run_1/layer_met1.png
Drawn at 1.5 px/um. Cells faint in the background.
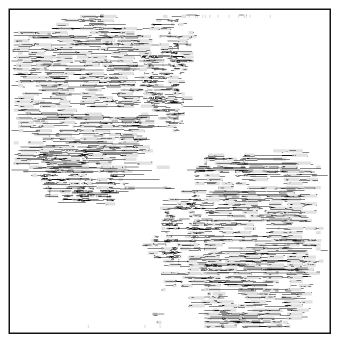
run_1/layer_met2.png
Drawn at 2 px/um.
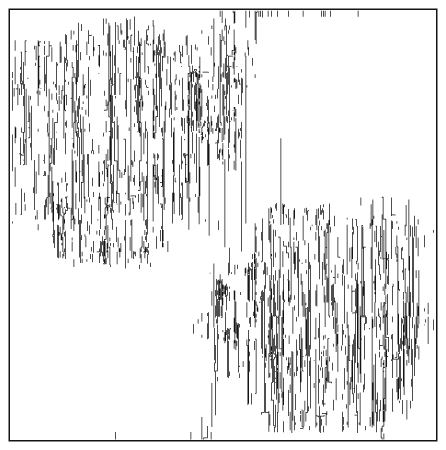
run_1/layer_met3.png
Drawn at 1 px/um. Cells faint in the background.
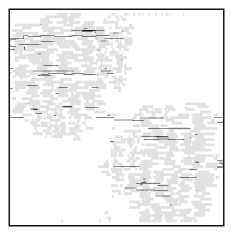
==> config.mk <==
export PLATFORM = sky130hd
export DESIGN_NAME = spi_target
export DESIGN_NICKNAME = d
export VERILOG_FILES = /design/src/rtl/spi_target_pkg.sv /design/src/rtl/spi_target_sync_fifo.sv /design/src/rtl/spi_target.sv
export SDC_FILE = /design/constraint.sdc
export NUM_CORES = 1
export LEC_CHECK = 0
export CAP_MARGIN = 5
export CORE_AREA = 2 2 211 213
export DETAILED_ROUTE_END_ITERATION = 8
export DIE_AREA = 0 0 213 215
export SLEW_MARGIN = 20
export SYNTH_ARGS = -nofsm -noshare
export SYNTH_HDL_FRONTEND = slang
export SYNTH_SLANG_ARGS = --single-unit
export TNS_END_PERCENT = 50
==> constraint.sdc <==
create_clock -name clk -period 3.6 [get_ports clk]
set_input_delay 0.36 -clock clk [delete_from_list [all_inputs] [get_ports clk]]
set_output_delay 0.36 -clock clk [all_outputs]
set_load 0.02 [all_outputs]
==> flow_summary.yaml, run 1 <==
# generated from flow reports
outcome:
  status: "finished clean"
pwr:
  power_density_nw_per_um2: 533
  maxPowerGroup: "registers"
  cellLeakagePower_uw: 0.00486
  pwr-share-clk_pct: 42.5
  ir_drop_mv: 0.403
cells_and_area:
  fillCellCount: 4116
  logic_gates: 365
  largest_cell_class: "registers"
  layout.cells.non_filler: 1400
  final_layout_top_logic_cells: "edfxtp_1, mux4_2, dfxtp_1"
  nonClkBufAreaFrac_pct: 2.70
  regArea_sq_um: 8930
  mostFrequentLayoutCell: "edfxtp_1"
critical_path:
  critPathKind: "reg2out"
  start_kind: "flop"
  slowest_stage: "mux4_2"
  rrSetupSlack_ns: 0.69
placement:
  port_buffers: 31
  dpl.hpwl_um: 16100
clock_network:
  cts_sinks: 318
  cts_setup_buffers: 0
timing:
  whs_ns: 0.275
  setup_slack_ns: 0.285
  tightestPinTransition_ns: 0.675
  min_period_ns: 3.32
  setup_violations: 0
job:
  warnings: 36
die:
  ios: 48
  dieArea_sq_um: 45800
  rows: 77
synthesis:
  top_cells_by_count: "edfxtp_1, mux4_2, dfxtp_1"
  synthFlopType: "edfxtp_1"
  edf_count: 256
  synthArstFlopShare_pct: 0
  yosysCellCount: 735
  yosys_area_sq_um: 12900
  ys_sh_mux_pct: 15.6
  synth-warning-count: 0
hold_path:
  whs_path_depth: 2
route:
  drc_errors: 0
  viasPerCell: 4.52
global_route:
  busiest_layer: "met2"
  grt_pass1_wl_um: 37600
About layer_met1.png:
The layer holds 44% of the routed length. The wires run mostly horizontal. 774 nets have wire on it. The layer carries 10500 um of wire. The longest straight run is 53.8 um.
met1 Use GR: 13.9%
Routed WL: 23900 um

About layer_met2.png:
The longest straight run is 83.6 um. 722 nets have wire on it.
via count: 6329
M2 GR Usage: 18.1%

About layer_met3.png:
The layer holds 3.8% of the routed length. The layer carries 901 um of wire.
met3 Track Usage GR: 2.24%

==> run 1 -> run 2 <==
--- a/config.mk
+++ b/config.mk
@@ -9,6 +9,7 @@
 export CORE_AREA = 2 2 211 213
 export DETAILED_ROUTE_END_ITERATION = 8
 export DIE_AREA = 0 0 213 215
+export HOLD_SLACK_MARGIN = 0.08
 export SLEW_MARGIN = 20
 export SYNTH_ARGS = -nofsm -noshare
 export SYNTH_HDL_FRONTEND = slang
run_2/layer_met2.png
Drawn at 2 px/um.
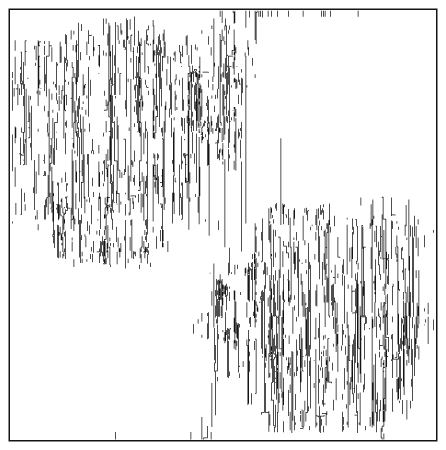
The wires run mostly vertical. The layer holds 50% of the routed length. 722 nets have wire on it. The layer carries 11900 um of wire.

==> run 2 against run 1 <==
Clock skew is the same. Sequential power is essentially flat. Fmax is the same. Global-route usage is the same. Die area is the same. Critical path type unchanged. Register-to-register slack is essentially flat. Total power is the same. Cell area is the same.
==> flow_summary.yaml, run 2 <==
# generated from flow reports
die:
  rows: 77
  dieArea_sq_um: 45800
critical_path:
  slowest_stage: "mux4_2"
  critPathKind: "reg2out"
global_route:
  grt_use_met2_pct: 18.1
  grt_use_met3_pct: 2.24
  grt_use_met1_pct: 13.9
timing:
  tightestPinTransition_ns: 0.675
  whs_ns: 0.275
  setup_violations: 0
cells_and_area:
  largest_cell_class: "registers"
  nonClkBufAreaFrac_pct: 2.70
  mostFrequentLayoutCell: "edfxtp_1"
  final_layout_top_logic_cells: "edfxtp_1, mux4_2, dfxtp_1"
  logic_gates: 365
  fillCellCount: 4116
synthesis:
  ys_sh_mux_pct: 15.6
  top_cells_by_count: "edfxtp_1, mux4_2, dfxtp_1"
  yosys_area_sq_um: 12900
  edf_count: 256
route:
  routed_wl_um: 23900
pwr:
  maxPowerGroup: "registers"
  power_density_nw_per_um2: 533
  pwr-share-clk_pct: 42.5
  cellLeakagePower_uw: 0.00486
placement:
  port_buffers: 31
  dpl.hpwl_um: 16100
hold_path:
  whs_path_depth: 2
job:
  warnings: 36
outcome:
  status: "finished clean"
run_2/congestion.png
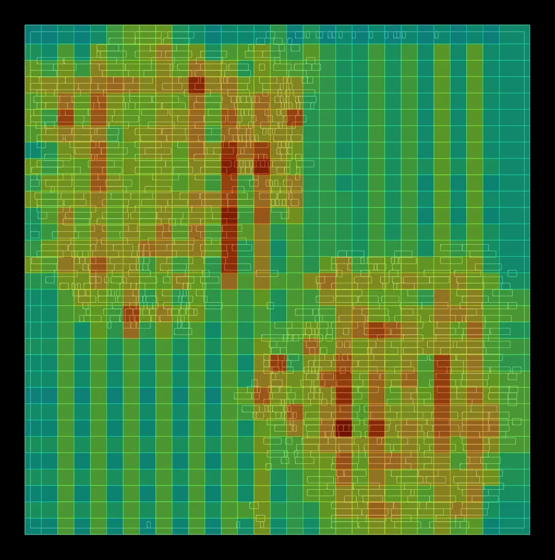
GRT Max-Usage Layer: met2
routed wire length per instance: 17.1 um
GR Util All Layers: 10.8%
fin util: 34.2%

run_2/layer_met4.png
Drawn at 1 px/um. Cells faint in the background.
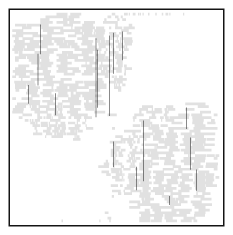

==> run 2 -> run 3 <==
--- a/config.mk
+++ b/config.mk
@@ -6,12 +6,13 @@
 export NUM_CORES = 1
 export LEC_CHECK = 0
 export CAP_MARGIN = 5
-export CORE_AREA = 2 2 211 213
+export CORE_AREA = 2 2 213 215
 export DETAILED_ROUTE_END_ITERATION = 8
-export DIE_AREA = 0 0 213 215
+export DIE_AREA = 0 0 215 217
 export HOLD_SLACK_MARGIN = 0.08
 export SLEW_MARGIN = 20
 export SYNTH_ARGS = -nofsm -noshare
 export SYNTH_HDL_FRONTEND = slang
+export SYNTH_HIERARCHICAL = 1
 export SYNTH_SLANG_ARGS = --single-unit
 export TNS_END_PERCENT = 50
run_3/layer_met4.png
Drawn at 1 px/um. Cells faint in the background.
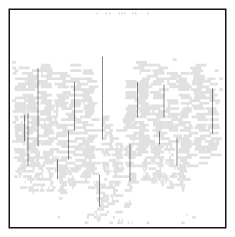
The layer holds 2.1% of the routed length. 6 nets have wire on it. The layer carries 558 um of wire. The longest straight run is 83.0 um. The wires run mostly vertical.
via count: 6359
Routed WL: 26100 um

==> run 3 against run 2 <==
Combinational power fell by 21%. Sequential cell count did not move. Clock-buffer cell count fell by 8. Hold slack improved by 0.087 ns. Sequential share of layout area fell by 0.60 points. Register-to-register slack got worse by 0.19 ns. Total power fell by 6.1%. Area after synthesis rose by 2.4%. Critical endpoint is now tx_full. Largest power group unchanged.
==> flow_summary.yaml, run 3 <==
# generated from flow reports
outcome:
  status: "finished clean"
synthesis:
  synthArstFlopShare_pct: 0
  synthFlopType: "edfxtp_1"
  ys_sh_mux_pct: 16.9
  top_cells_by_count: "edfxtp_1, dfxtp_1, mux4_1"
  yosysCellCount: 712
  synth-warning-count: 6
  yosys_area_sq_um: 13200
timing:
  setup_slack_ns: 0.177
  whs_ns: 0.362
  tightestPinTransition_ns: 0.889
clock_network:
  cts_setup_buffers: 0
  cts_sinks: 318
cells_and_area:
  nonClkBufAreaFrac_pct: 2.62
  logic_gates: 335
  final_layout_top_logic_cells: "edfxtp_1, dfxtp_1, mux4_1"
  mostFrequentLayoutCell: "edfxtp_1"
  fin_util_pct: 33.8
  regArea_sq_um: 8930
  layout.cells.non_filler: 1382
critical_path:
  critPathKind: "reg2out"
  start_kind: "flop"
die:
  ios: 48
  rows: 78
pwr:
  maxPowerGroup: "registers"
  pwr-share-clk_pct: 40.8
  cellLeakagePower_uw: 0.00516
  ir_drop_mv: 0.345
placement:
  port_buffers: 31
  dpl.hpwl_um: 17200
global_route:
  grt_pass1_wl_um: 39900
route:
  drc_errors: 0
run_3/congestion.png
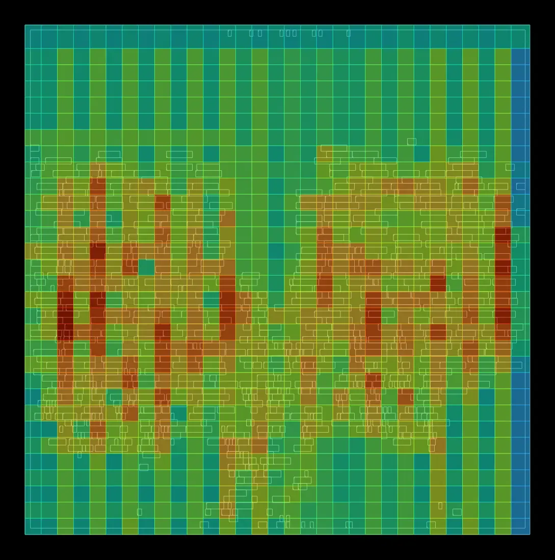
met1 Use GR: 14.8%
M2 GR Usage: 19.5%
routed wire length per instance: 18.9 um
met3 Track Usage GR: 1.93%
GR Util All Layers: 11.3%

No activity file was given, so power comes from the tool's default toggle rates.
